Figure 1. Metal layers overlaid.
Drawn at 4 px/um.
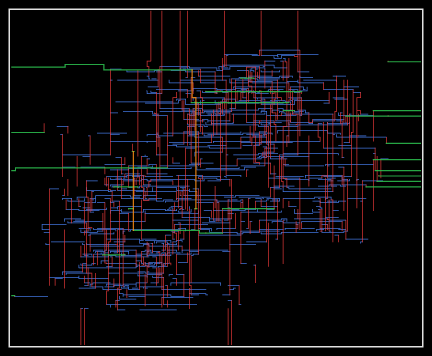
Figure 2. Register map, names as in the netlist.
Drawn at 4 px/um.
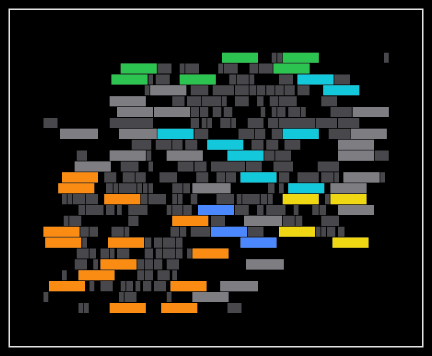
Figure 3. Routing congestion.
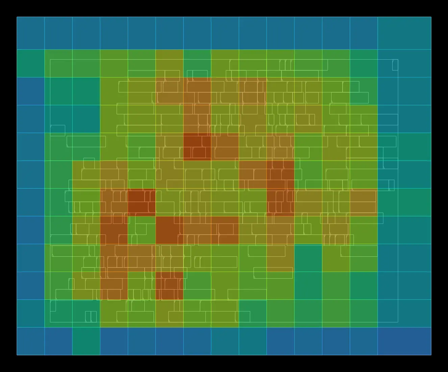
Design ps2_key_decoder_flat, sky130hd; sources not shown.
==> notes.md <==
The first global-routing pass estimated 8310 um of wire. The highest clock rate this design can be run at is 0.437 GHz. On the final layout, the worst clock skew is 18.4 ps. The pre-placement core utilization was 0.487; the total core area was 5650 um2. The clock net in this run drives a total of 56 sinks. The register with the most flip-flops in the layout has 14 of them.

At the end of the flow, the number of nets in the layout was 260. Path type of the worst min-delay path: flop to flop. The clock transition time at the flip-flop clock pins of the worst setup and hold paths came out at 110 ps. The run gives 0.513 for the share of the yosys chip area belonging to registers. The repair_antennas step left the layout with diodes totalling 0. In this run, synthesis inferred 0 flip-flops with an integrated enable.

The total setup buffers inserted after CTS was 0. The deepest clock path buffer count was 2; the transition at the pin with the smallest max-transition slack was 582 ps. Synthesized area per cell: 11.5 um2. The end-of-flow timing check tallies setup violations at 0.

Across the VDD grid, the largest voltage drop is 421 uV. Hold path depth: 0. The floorplan report gives the top-level pin count as 24.

The count of standard-cell rows came out at 24. Endpoint kind of the worst setup timing path: a flop. In the final timing run, aggregate negative setup slack is 0 ps. The run gives 8650 um2 as the area of the die. Max-slew check failures listed in the final report amount to 0. The run gives 30 as the pin count of the biggest net entering global routing.

CTS placed an instance of clkbuf_8 at the clock tree root. TritonCTS built the clock tree. The maximum fanout encountered on the critical timing path was 12.

Number of nets still failing antenna checks after routing: 0. The flip-flop cell with the highest count after synthesis is dfrtp_1. Number of global-route vias before repair: 1665. With the level count of the clock H-tree at 2, the number of buffers and inverters on the critical path is 1. The run gives 310 ps for the insertion delay at the late pin of the worst-skew pair. The chip area line in the Yosys stat output reads 2750 um2. The synthesized netlist cell count was 240.

Setup repair after global routing left no endpoint under its margin. The first detailed-routing pass took 4 iterations. The data required time reported for the critical path is 2700 ps. The run gives 5 for the total stage count of the critical path. The number of clock buffers added by TritonCTS is 5.

Across all register-to-register paths, the minimum setup slack is 210 ps. Per the synthesis report, the number of distinct cell types is 48. The post-synthesis async set-or-reset flop share works out to 1.00.

The period utilization works out to 0.915. Data arrives at the worst endpoint at 2490 ps. The run gives 0 for the max-cap violation count.

Per the synth log, the flip-flop and latch total comes to 56. Excluding fillers, the count of instances in the completed layout stands at 327. Logic depth along the worst register-to-register path is recorded as 5. Max-slew headroom at the worst pin: 0.612. Per the detail_route report, DRC violations left total 0.

The logs give 0 for the final number of hold-violating endpoints and 0 for the total of warnings raised by yosys. In the routed layout, each cell is associated on average with a via count of 5.22. Summed over all cells, the static leakage comes to 1.41 nW. The count of buffers inserted at the top-level ports was 0.

Per the gpl log, the routability congestion estimate is 0.835. The ratio of cells with drive above 1 in the final layout was 0.181. The cell family with the largest share of critical-path delay was XOR/XNOR gates. The classification of the worst setup path was flop to flop. The floorplan step set the die height to 84 um. The tools report the initial antenna violation count as 0. The standard cell with the maximum stage delay on the critical path is xnor3_2. Yosys stat counts 240 cells in the synthesized netlist. Detailed-route iteration 0 reported a violation count of 113.

STA classifies the critical path startpoint as a flop. Once placement completed, the tool counted placed cells totaling 316. Final hold analysis gives a worst-case slack of 362 ps.

The power density over the cells is 846 nW/um2, and the signed area change from the synthesized netlist to the final layout is 8.19%. With the clock period minus worst slack at 2290 ps, the final global-route overflow total is 0. After legalization and detailed placement, the total HPWL measured 3460 um.

The stage delay of the slowest cell on the critical path was 560 ps; the number of buffers added to fix hold violations after cts was 3. Post-CTS repair ended up resizing 0 cells. Before any placement, the netlist area is recorded as 2750 um2.

Listed in order, past its start point the critical path passes xor2_1 > xnor3_2 > mux2i_2 > buf_4 > mux2_4. The run finished with clean final reports. The horizontal extent of the die came out at 103 um.

The number of warnings reported in the stage logs is 29.
About Figure 1:
legend:
  M1:
    colour: blue
    wire_length: 2560 um
  M2:
    colour: red
    wire_length: 1950 um
  M3:
    colour: green
    wire_length: 303 um
  M4:
    colour: orange
    wire_length: 55.3 um
post-detailed-route wirelength per cell: 14.9 um
total wire length: 4870 um
total number of vias: 1706

About Figure 2:
legend:
  u_core.bit_cnt:
    colour: blue
    flops: 3
  u_core.filt_cnt:
    colour: yellow
    flops: 4
    where: middle right
  u_core.main_keys:
    colour: green
    flops: 6
    where: top centre
  u_core.shreg:
    colour: cyan
    flops: 8
  u_core.tmo_cnt:
    colour: orange
    flops: 14
not coloured: 21
Sequential Area: 1410 um2
share of cell area taken by flip-flops and latches: 0.474
Final Util: 0.527
power of the sequential group: 1.20 mW

About Figure 3:
layer carrying the most global-route usage: met1
total track usage: 0.121

-- routing by layer --
layer,vias to the layer above,global-route usage,share of wire
li1,851,-,-
met1,817,0.179,0.53
met2,33,0.159,0.40
met3,5,0.0342,0.062
met4,0,0.0433,0.011
met5,-,0,0
-- cell usage after synthesis, types with 2 or more instances --
library cell | count | area [um2]
dfrtp_1 | 50 | 1250
nor2_1 | 24 | 90.1
inv_1 | 12 | 45.0
nand2_1 | 12 | 45.0
mux2_2 | 10 | 113
xnor2_1 | 10 | 87.6
nand3_1 | 9 | 45.0
nand4_1 | 9 | 56.3
ha_1 | 8 | 100
and3_1 | 7 | 43.8
nor3_1 | 7 | 35.0
xor2_1 | 7 | 61.3
dfstp_2 | 6 | 158
mux2_4 | 6 | 90.1
mux2i_1 | 6 | 60.1
nor2b_1 | 5 | 31.3
o21ai_0 | 5 | 25.0
buf_4 | 4 | 30.0
clkbuf_1 | 4 | 15.0
a21oi_1 | 2 | 10.0
a32o_1 | 2 | 20.0
and4_1 | 2 | 17.5
buf_2 | 2 | 10.0
buf_6 | 2 | 22.5
nand4b_1 | 2 | 17.5
nor3b_1 | 2 | 15.0
nor4_1 | 2 | 12.5
o221ai_1 | 2 | 17.5
o32a_1 | 2 | 20.0
-- cells in the final DEF, fill, tap and decap left out, drive strengths merged, types with 3 or more instances in the layout --
| cell type | count |
|---|---|
| clkbuf | 5 |
| nor3 | 7 |
| nand4 | 9 |
| buf | 7 |
| nor4 | 3 |
| dfrtp | 50 |
| nand3 | 9 |
| mux2i | 7 |
| dfstp | 6 |
| o21ai | 5 |
| xnor2 | 10 |
| nor2b | 5 |
| nor2 | 24 |
| xor2 | 7 |
| nand2 | 12 |
| inv | 12 |
| dlygate4sd3 | 3 |
| mux2 | 16 |
| ha | 8 |
| conb | 4 |
| and3 | 7 |
-- report_power, final --
part,switching [mW],internal [mW]
clock,0.293,0.297
sequential,0.143,1.06
combinational,0.409,0.315
-- layout make-up --
cell class / instances / area, um2
repair buffers: 10 / 82.6
inverters: 12 / 45.0
fillers: 506 / 2670
well taps: 78 / 97.6
flip-flops and latches: 56 / 1410
clock buffers: 5 / 68.8
multi-input cells: 163 / 1230
clock inverters: 3 / 42.5
-- through the flow --
step           utilization  setup slack, ps  area, um2  power [mW]
2_1_floorplan            -              606       2760        1.84
3_3_place_gp         0.502              313       2830        1.93
3_5_place_dp         0.502              224       2830        1.94
4_1_cts              0.527              217       2970        2.54
5_1_grt              0.527              111       2970        2.70
6_report             0.527              212       2970        2.52
-- cells by family (layout without fill, tap and decap cells) --
family                   after synthesis  after routing  synth area share
buffers and inverters                 24             30            0.0446
adder cells (fa/ha/maj)                8              8            0.0364
AND-OR/OR-AND                         19             19            0.0505
XOR/XNOR                              19             19            0.0719
flip-flops                            56             56             0.513
AND/OR/NAND/NOR                       90             90             0.182
multiplexers                          23             23             0.101
other                                  1              4           0.00136
Power and IR drop assume default switching activity.
